File: config.mk
export PLATFORM = sky130hd
export DESIGN_NAME = prog_rom_ctrl
export DESIGN_NICKNAME = d
export VERILOG_FILES = /design/src/rtl/prog_rom_ctrl.sv
export SDC_FILE = /design/constraint.sdc
export NUM_CORES = 1
export LEC_CHECK = 0
export CELL_PAD_IN_SITES_DETAIL_PLACEMENT = 0
export CELL_PAD_IN_SITES_GLOBAL_PLACEMENT = 1
export CORE_UTILIZATION = 51
export CTS_CLUSTER_DIAMETER = 100
export CTS_CLUSTER_SIZE = 8
export DETAILED_ROUTE_END_ITERATION = 6
export PLACE_DENSITY_LB_ADDON = 0.1
export SLEW_MARGIN = 10
export SYNTH_ARGS = -nofsm -noshare
export SYNTH_HDL_FRONTEND = slang
export SYNTH_SLANG_ARGS = --single-unit
File: constraint.sdc
create_clock -name CLK -period 6.7 [get_ports CLK]
set_input_delay 1.34 -clock CLK [delete_from_list [all_inputs] [get_ports CLK]]
set_output_delay 1.34 -clock CLK [all_outputs]
set_load 0.005 [all_outputs]
File: src/rtl/prog_rom_ctrl.sv
// Program-store controller: a 16 x 8 instruction store read by the CPU, reloadable
// through a byte-stream loader port, with a CPU reset pulse issued after each load.
module prog_rom_ctrl #(
    parameter int AUTO_LOAD  = 0,
    parameter int RST_CYCLES = 1
) (
    input  logic       CLK,
    input  logic       RESET,
    input  logic [3:0] A,
    output logic [7:0] Q,
    input  logic       ld_start,
    input  logic       ld_abort,
    input  logic       ld_valid,
    input  logic [7:0] ld_data,
    output logic       ld_ready,
    output logic [3:0] ld_ptr,
    output logic       cpu_run,
    output logic       cpu_rst,
    output logic       err
);

    typedef enum logic [1:0] {
        S_RUN     = 2'd0,
        S_LOAD    = 2'd1,
        S_RELEASE = 2'd2
    } state_t;

    localparam state_t     RST_STATE = (AUTO_LOAD != 0) ? S_LOAD : S_RUN;
    localparam logic [3:0] REL_LAST  = 4'(RST_CYCLES - 1);

    state_t     state_q, state_d;
    logic [3:0] ptr_q, ptr_d;
    logic [3:0] cnt_q, cnt_d;
    logic       err_q, err_d;
    logic       wr_en;
    logic [7:0] mem_q [16];

    always_ff @(posedge CLK or posedge RESET) begin
        if (RESET) begin
            state_q <= RST_STATE;
            ptr_q   <= 4'd0;
            cnt_q   <= 4'd0;
            err_q   <= 1'b0;
        end else begin
            state_q <= state_d;
            ptr_q   <= ptr_d;
            cnt_q   <= cnt_d;
            err_q   <= err_d;
        end
    end

    always_comb begin
        state_d = state_q;
        ptr_d   = ptr_q;
        cnt_d   = cnt_q;
        err_d   = err_q;
        wr_en   = 1'b0;
        case (state_q)
            S_RUN: begin
                // A start request outranks both abort and a stray byte in the same cycle.
                if (ld_start) begin
                    state_d = S_LOAD;
                    ptr_d   = 4'd0;
                    err_d   = 1'b0;
                end else if (ld_valid) begin
                    err_d = 1'b1;
                end
            end
            S_LOAD: begin
                if (ld_valid) begin
                    wr_en = 1'b1;
                    ptr_d = ptr_q + 4'd1;
                end
                if (ld_abort || (ld_valid && (ptr_q == 4'hF))) begin
                    state_d = S_RELEASE;
                    cnt_d   = 4'd0;
                end
            end
            S_RELEASE: begin
                if (ld_valid) begin
                    err_d = 1'b1;
                end
                if (cnt_q == REL_LAST) begin
                    state_d = S_RUN;
                    cnt_d   = 4'd0;
                end else begin
                    cnt_d = cnt_q + 4'd1;
                end
            end
            default: begin
                state_d = RST_STATE;
                cnt_d   = 4'd0;
            end
        endcase
    end

    // The store is cleared on reset so an abandoned load leaves no partial program.
    always_ff @(posedge CLK or posedge RESET) begin
        if (RESET) begin
            for (int i = 0; i < 16; i++) begin
                mem_q[i] <= 8'h00;
            end
        end else if (wr_en) begin
            mem_q[ptr_q] <= ld_data;
        end
    end

    assign Q        = mem_q[A];
    assign ld_ready = (state_q == S_LOAD);
    assign cpu_run  = (state_q == S_RUN);
    assign cpu_rst  = (state_q == S_RELEASE);
    assign ld_ptr   = ptr_q;
    assign err      = err_q;

endmodule

==> impl_metrics.yaml <==
# physical design summary
flow_run:
  maxCapViolations: 0
  tool_warnings: 30
sta:
  final_hold_viol_count: 0
  rsz0062_at_grt: "false"
  period_needed_ps: 4930
  hold_ws_ps: 482
  tns_ps: 0
  setup_viol: 0
  drv_slew: 0
  worstMarginPinSlew_ps: 875
  clock_skew_ps: 4.51
  fmax_mhz: 203
clock_tree:
  post_cts_buffers: 0
  cts_tree: "yes"
  cts_hold_buf: 0
  clkTransAtPathRegs_ps: 50
  cts_buffer_depth: 2
  h-tree-depth: 4
  ctsResizeCount: 0
  clock.latency.late_pin_ps: 410
  cts_sinks: 139
routing:
  drt_iter0_markers: 233
  drc: 0
  routedWlPerCell_um: 21.1
  drt-total-wl_um: 13500
  drtAntennaViolNets: 0
  vias: 3679
  drtPass1Iterations: 4
  viasPerCell: 5.75
hold_path:
  hold-path-cell-count: 1
  hold_class: "flop to flop"
power:
  p_int_mw: 1.84
  p_leak_nw: 3.54
  powerDensity_mw_per_mm2: 317
  power_frac_seq_pct: 43.4
  comb_power_share_pct: 14.9
critical_path:
  ff2ff_path_depth: 5
  slowest_stage: "buf_2"
  critical_path_class: "input port to primary output"
  cp-end-kind: "primary output"
  start_kind: "input port"
  arrival_ps: 3590
  crit_chain: "buf_2 > buf_4 > mux4_2 > a22oi_1 > nand2_1 > clkdlybuf4s50_1"
  crit_fanout: 21
synth:
  yosys.area.top_type_share_pct: 53.7
  ys_chip_area_sq_mm: 0.00648
  edf_count: 0
  ys_sh_mux_pct: 34.0
  syn_inst: 430
  synthArstFlopShare_pct: 100
  fp_nets: 453
  netlist_top_cells_count: "139 x dfrtp_1, 109 x mux2_2, 32 x mux4_2, 20 x mux2_1, 16 x a22oi_1"
  ys_ff: 139
  yosys.area_share.adder_pct: 1.16
  area_leaders: "dfrtp_1 54%, mux2_2 19%, mux4_2 11%, mux2_1 3.5%, a22oi_1 1.9%"
  synth_cell_types: 36
  synth_area_leader_cell: "dfrtp_1"
  syn_avg_cell_area_sq_um: 15.1
  ff_type: "dfrtp_1"
  ys_cells: 430
  synth.comb.largest_family: "multiplexers"
  compound_area_share_pct: 3.92
cells_and_area:
  drive_above_1_share_pct: 40.0
  fin_nets: 483
  antennaDiodeCount: 0
die:
  dieArea_sq_mm: 0.0132
  rows: 40
  dieHeight_um: 115
global_routing:
  grt_overflow: 0
  antenna_found_initial: 0
  grt_pass1_wl_um: 21800
  grt_max_degree: 75
  grt_pass1_vias: 3785
place:
  gp_congestion: 0.743
  port_buffers: 32
status:
  status: "finished clean"
-- cell families (layout without fill, tap and decap cells) --
family / Yosys count / in the layout
muxes: 164 / 164
DFF: 139 / 139
and+or+nand+nor: 53 / 53
AOI/OAI and AO/OA: 34 / 34
buffers and inverters: 34 / 76
adders and majority gates: 6 / 6
-- stage by stage --
step	cell area, sq um	utilization, %	std cells	setup slack [ps]	total power, mW
5_1_grt	7580	62.0	640	1550	2.51
3_5_place_dp	6940	56.8	609	1730	1.42
6_report	7580	62.0	640	1770	2.40
3_3_place_gp	6940	56.8	609	1740	1.40
2_1_floorplan	6480	-	430	1640	1.29
4_1_cts	7580	62.0	640	1730	2.42
-- final timing paths --
| check | slack [ps] | to | startpoint |
|---|---|---|---|
| setup reg to reg | 4560 | mem_q[107]$_DFFE_PP0P_ | ld_ptr[0]$_DFFE_PP0P_ |
| setup / recovery | 1770 | Q[3] | A[0] |
| hold reg to reg | 480 | mem_q[64]$_DFFE_PP0P_ | mem_q[64]$_DFFE_PP0P_ |
| hold / removal | 480 | mem_q[64]$_DFFE_PP0P_ | mem_q[64]$_DFFE_PP0P_ |
| max in group asynchronous | 3990 | mem_q[8]$_DFFE_PP0P_ | RESET |
| min in group asynchronous | 1410 | mem_q[31]$_DFFE_PP0P_ | RESET |
-- cell type report --
cell class | count | area [sq um]
timing repair buffer | 36 | 345
tap | 168 | 210
clock inverter | 7 | 135
clock buffer | 24 | 502
fill | 962 | 4640
sequential | 139 | 3480
inverter | 9 | 38.8
multi-input combinational | 257 | 2870
-- cells in the final DEF (no fill, tap or decap), types with 4 or more instances in the layout --
cell type          n
a21oi_1            4
mux4_2            32
dfrtp_1          139
nand2_1           12
inv_1              8
clkdlybuf4s50_1   31
buf_4              4
clkbuf_8           5
nor2b_1            4
nor2_1             8
a22o_1             4
nor2_2            10
mux2_2           109
mux2_1            20
nand2b_1           4
clkbuf_16         17
ha_1               6
a22oi_1           16
bufinv_16          4
-- state kept, by name, indices dropped and copies added (netlist names) --
| register | flops |
|---|---|
| ld_ptr | 4 |
| mem_q | 128 |
| state_q | 2 |
| cnt_q | 4 |
| err | 1 |
-- power groups by stage --
stage / Combinational, mW / Sequential (mW) / Clock (mW)
finish: 0.358 / 1.04 / 1.00
global route: 0.393 / 1.06 / 1.06
CTS: 0.363 / 1.04 / 1.02
detailed placement: 0.363 / 1.06 / 0
global placement: 0.353 / 1.05 / 0
floorplan: 0.266 / 1.02 / 0
-- metal layers --
| metal | vias up | GRT usage (%) | wire [um] | part of all wire, % |
|---|---|---|---|---|
| met5 | - | 0 | 0 | 0 |
| met4 | 0 | 6.49 | 136 | 1.0 |
| met3 | 11 | 5.59 | 492 | 3.6 |
| met2 | 51 | 34.7 | 6440 | 48 |
| met1 | 1951 | 33.6 | 6440 | 48 |
| li1 | 1666 | - | - | - |
-- worst max-delay path, delay by kind of cell --
kind            cells  cell delay [ps]
compound gates      1              260
buf+inv             3             1350
simple gates        1              100
mux                 1              520
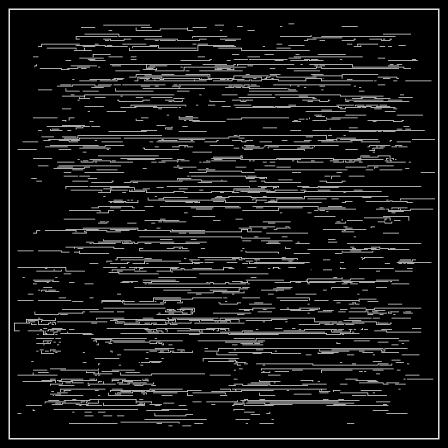
Figure 1: met1 routing.
main direction = horizontal
nets with wire on the layer = 457
wire length on this layer = 6440 um
share of all routed wire = 48%
longest straight run = 44.2 um

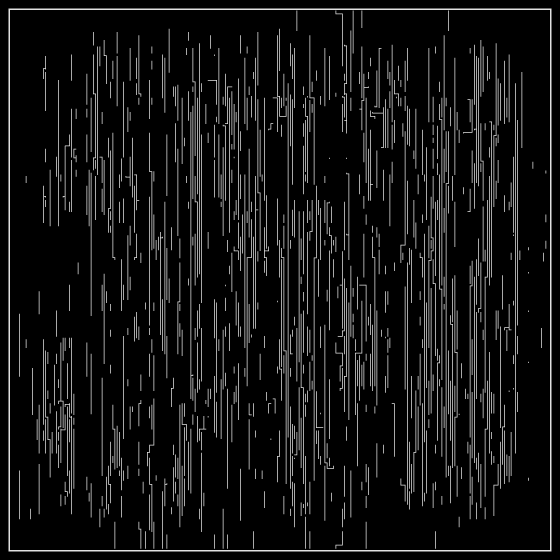
Figure 2: the metal 2 layer.
wire length on this layer = 6440 um
share of all routed wire = 48%

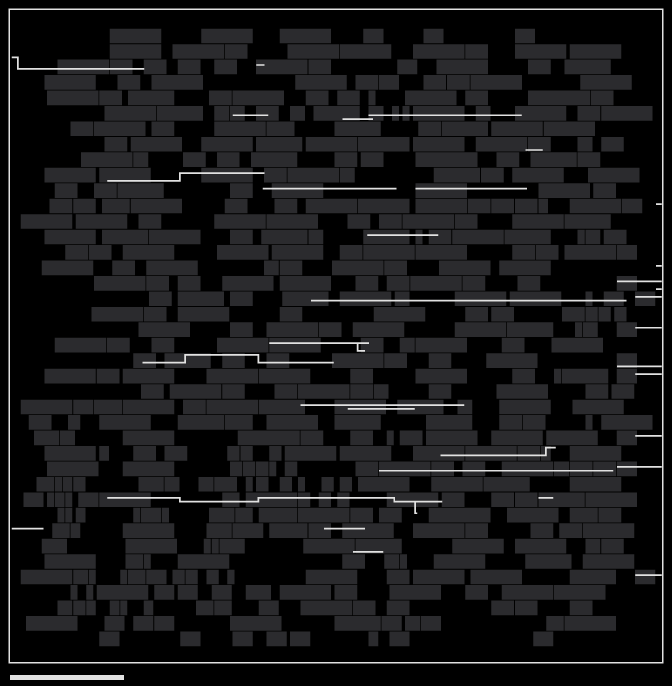
Figure 3: met3 routing.
The bar under the picture is 20 um long.
nets with wire on the layer = 24
main direction = horizontal
longest straight run = 55.2 um
wire length on this layer = 493 um
share of all routed wire = 3.7%

No activity file was given, so power comes from the tool's default toggle rates.
